### Supply network

Bar = 20 µm. Pins as bars on the die edge.
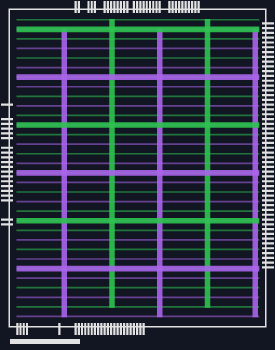
### Cells colored by class

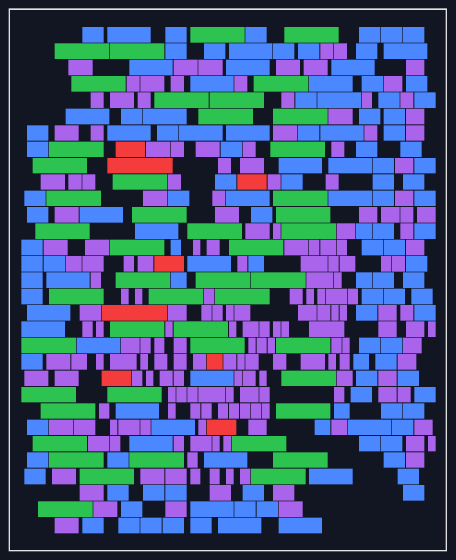
### Clock network drawn from the DEF

Bar = 20 µm.
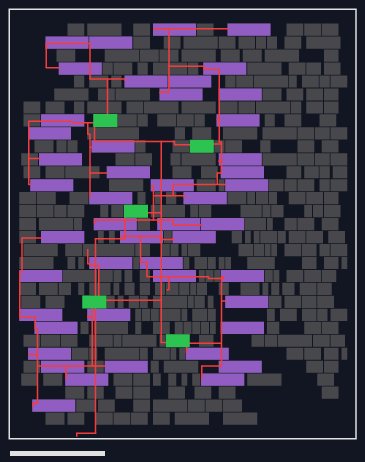
File: src/rtl/btb_tag_valid_ctrl.sv
// BTB tag/valid RAM port controller: lookup, buffered update, clearing sweep.
// Optional macro BTB_TV_BYPASS_EN forwards the pending update to lookups.
module btb_tag_valid_ctrl #(
    parameter int INDEX_W    = 10,
    parameter int TAG_W      = 22,
    parameter int STARVE_MAX = 4
) (
    input  logic               i_clk,
    input  logic               i_rst_n,
    input  logic               i_lookup_en,
    input  logic [31:0]        i_lookup_pc,
    output logic               o_lookup_hit,
    output logic               o_lookup_stall,
    input  logic               i_upd_req,
    input  logic [31:0]        i_upd_pc,
    input  logic               i_upd_valid,
    output logic               o_upd_ready,
    input  logic               i_flush,
    output logic               o_busy,
    output logic               o_ram_wren,
    output logic [INDEX_W-1:0] o_ram_addr,
    output logic [TAG_W:0]     o_ram_wdata,
    input  logic [TAG_W:0]     i_ram_rdata
);

    localparam int SC_W = $clog2(STARVE_MAX + 1);

    typedef enum logic [1:0] {
        INIT,
        RUN,
        FLUSH
    } state_t;

    state_t             state;
    logic [INDEX_W-1:0] sweep_idx;
    logic               buf_full;
    logic               buf_vld;
    logic [INDEX_W-1:0] buf_idx;
    logic [TAG_W-1:0]   buf_tag;
    logic [SC_W-1:0]    starve_cnt;

    logic               run;
    logic               forced;
    logic               grant;
    logic               accept;
    logic [INDEX_W-1:0] lk_idx;
    logic [TAG_W-1:0]   lk_tag;
    logic               ent_vld;
    logic [TAG_W-1:0]   ent_tag;
    logic               unused;

    assign unused = ^{i_lookup_pc[1:0], i_upd_pc[1:0]};

    assign lk_idx = i_lookup_pc[INDEX_W+1:2];
    assign lk_tag = TAG_W'(i_lookup_pc[31:12]);

    assign run    = (state == RUN);
    assign forced = (starve_cnt == SC_W'(STARVE_MAX));
    // Flush discards the buffer, so it never drains in the flush cycle.
    assign grant  = run & buf_full & ~i_flush & (~i_lookup_en | forced);

    assign o_upd_ready    = run & ~i_flush & (~buf_full | grant);
    assign accept         = i_upd_req & o_upd_ready;
    assign o_lookup_stall = grant & i_lookup_en;
    assign o_busy         = ~run;

`ifdef BTB_TV_BYPASS_EN
    logic byp;
    assign byp     = buf_full & (buf_idx == lk_idx);
    assign ent_vld = byp ? buf_vld : i_ram_rdata[TAG_W];
    assign ent_tag = byp ? buf_tag : i_ram_rdata[TAG_W-1:0];
`else
    assign ent_vld = i_ram_rdata[TAG_W];
    assign ent_tag = i_ram_rdata[TAG_W-1:0];
`endif

    assign o_lookup_hit = run & i_lookup_en & ~o_lookup_stall
                        & ent_vld & (ent_tag == lk_tag);

    always_comb begin
        o_ram_wren  = 1'b0;
        o_ram_addr  = lk_idx;
        o_ram_wdata = '0;
        if (!run) begin
            o_ram_wren = 1'b1;
            o_ram_addr = sweep_idx;
        end else if (grant) begin
            o_ram_wren  = 1'b1;
            o_ram_addr  = buf_idx;
            o_ram_wdata = {buf_vld, buf_tag};
        end
        if (!i_rst_n) begin
            o_ram_wren = 1'b0;
        end
    end

    always_ff @(posedge i_clk or negedge i_rst_n) begin
        if (!i_rst_n) begin
            state      <= INIT;
            sweep_idx  <= '0;
            buf_full   <= 1'b0;
            buf_vld    <= 1'b0;
            buf_idx    <= '0;
            buf_tag    <= '0;
            starve_cnt <= '0;
        end else begin
            unique case (state)
                INIT, FLUSH: begin
                    if (i_flush) begin
                        sweep_idx <= '0;
                    end else begin
                        sweep_idx <= sweep_idx + 1'b1;
                        if (&sweep_idx) begin
                            state <= RUN;
                        end
                    end
                end
                RUN: begin
                    if (i_flush) begin
                        state      <= FLUSH;
                        sweep_idx  <= '0;
                        buf_full   <= 1'b0;
                        starve_cnt <= '0;
                    end else begin
                        if (grant) begin
                            starve_cnt <= '0;
                        end else if (buf_full & i_lookup_en) begin
                            starve_cnt <= starve_cnt + 1'b1;
                        end
                        if (accept) begin
                            buf_full <= 1'b1;
                            buf_vld  <= i_upd_valid;
                            buf_idx  <= i_upd_pc[INDEX_W+1:2];
                            buf_tag  <= TAG_W'(i_upd_pc[31:12]);
                        end else if (grant) begin
                            buf_full <= 1'b0;
                        end
                    end
                end
                default: state <= INIT;
            endcase
        end
    end

endmodule

File: config.mk
export PLATFORM = sky130hd
export DESIGN_NAME = btb_tag_valid_ctrl
export DESIGN_NICKNAME = d
export VERILOG_FILES = /design/src/rtl/btb_tag_valid_ctrl.sv
export SDC_FILE = /design/constraint.sdc
export NUM_CORES = 1
export LEC_CHECK = 0
export ABC_CLOCK_PERIOD_IN_PS = 2900
export CAP_MARGIN = 10
export CORE_ASPECT_RATIO = 1.25
export CORE_MARGIN = 1.5
export CORE_UTILIZATION = 44
export DETAILED_ROUTE_END_ITERATION = 8
export PLACE_DENSITY = 0.85
export SLEW_MARGIN = 20
export SYNTH_ARGS = -nofsm -noshare
export SYNTH_HDL_FRONTEND = slang
export SYNTH_SLANG_ARGS = --single-unit
File: constraint.sdc
create_clock -name i_clk -period 2.9 [get_ports i_clk]
set_input_delay 0.435 -clock i_clk [delete_from_list [all_inputs] [get_ports i_clk]]
set_output_delay 0.435 -clock i_clk [all_outputs]
set_load 0.05 [all_outputs]
==> flow_metrics.env <==
# yosys + openroad results
export IMPL_status="completed"
export IMPL_fin_cells=449
export IMPL_path_cells="clkdlybuf4s50_1 -> or3b_4 -> nor3_4 -> buf_12 -> mux2i_1 -> o21ai_0 -> buf_12"
export IMPL_largest_registers="buf_tag: 20 flops, buf_idx: 10 flops, sweep_idx: 10 flops"
export IMPL_htreeDepth=2
export IMPL_relSlewSlack=0.554
export IMPL_antenna_found_initial=0
export IMPL_drtAntennaViolNets=0
export IMPL_use_met3=0.0516
export IMPL_cp_endpoint="o_ram_addr[0]"
export IMPL_final_clk_cell_share=0.0306
export IMPL_timing_rr_start="state[0]"
export IMPL_reg2regPathDepth=7
export IMPL_path_class="in -> out"
export IMPL_crit_path_end_kind="output port"
export IMPL_largest_reg_flops=20
export IMPL_cts_sinks=47
export IMPL_worst_pin_slew_ns=0.669
export IMPL_regArea_um2=1180
export IMPL_fin_crit_sh=0.937
export IMPL_cts_tree="done"
export IMPL_grt_overflow_total=0
export IMPL_syn_area_um2=2650
export IMPL_fill_cells=362
export IMPL_ys_ff=47
export IMPL_path_buffers=3
export IMPL_gp_congestion=0.845
export IMPL_worst_r2r_endpoint="buf_tag[12]"
export IMPL_top_register="buf_tag"
export IMPL_clock_skew_final_ns=0.0102
export IMPL_warnings=31
export IMPL_crit_path_max_fanout=27
export IMPL_hp_class="in -> async"
-- 'Supply network' (at the start) --
net	color
VSS	purple
VDD	green
met4 straps	5
met5 straps	6
met1 rails	32
signal pins	131
die width: 72.4 µm
CORE AREA: 5820 µm²
die height: 89.8 µm

-- 'Cells colored by class' (at the start) --
class	color	cells	share of their area
flip-flops	green	47	27%
clock drivers and dummy loads	red	8	3.1%
all other logic	purple	196	32%
other buffers and delay cells	blue	132	38%
design area: 4450 µm²
num rows: 31
Final Util: 0.766
flop share of the area: 0.264

-- 'Clock network drawn from the DEF' (at the start) --
[clock wires] red | length: 539 µm
[cells driving clock nets] green | count: 5
[flip-flops] purple | count: 47
routed clock nets	6

-- logic make-up (layout without fill, tap and decap cells) --
family / after synthesis / count (layout) / synth area share
AND/OR/NAND/NOR: 79 / 79 / 0.167
flip-flops: 47 / 47 / 0.443
AND-OR/OR-AND: 41 / 41 / 0.0892
multiplexers: 41 / 41 / 0.169
XOR/XNOR: 23 / 23 / 0.0759
buffers and inverters: 22 / 147 / 0.0401
adder cells (fa/ha/maj): 3 / 3 / 0.0142
other: 1 / 2 / 0.00141
-- report_power, final --
part	internal, mW	leakage (nW)	total [mW]	switching (mW)
Clock	0.344	0.0644	0.563	0.220
Combinational	0.172	1.23	0.271	0.0989
Sequential	0.695	0.622	0.718	0.0230
Total	1.21	1.92	1.55	0.342
Power is estimated from default activity; no workload was simulated.
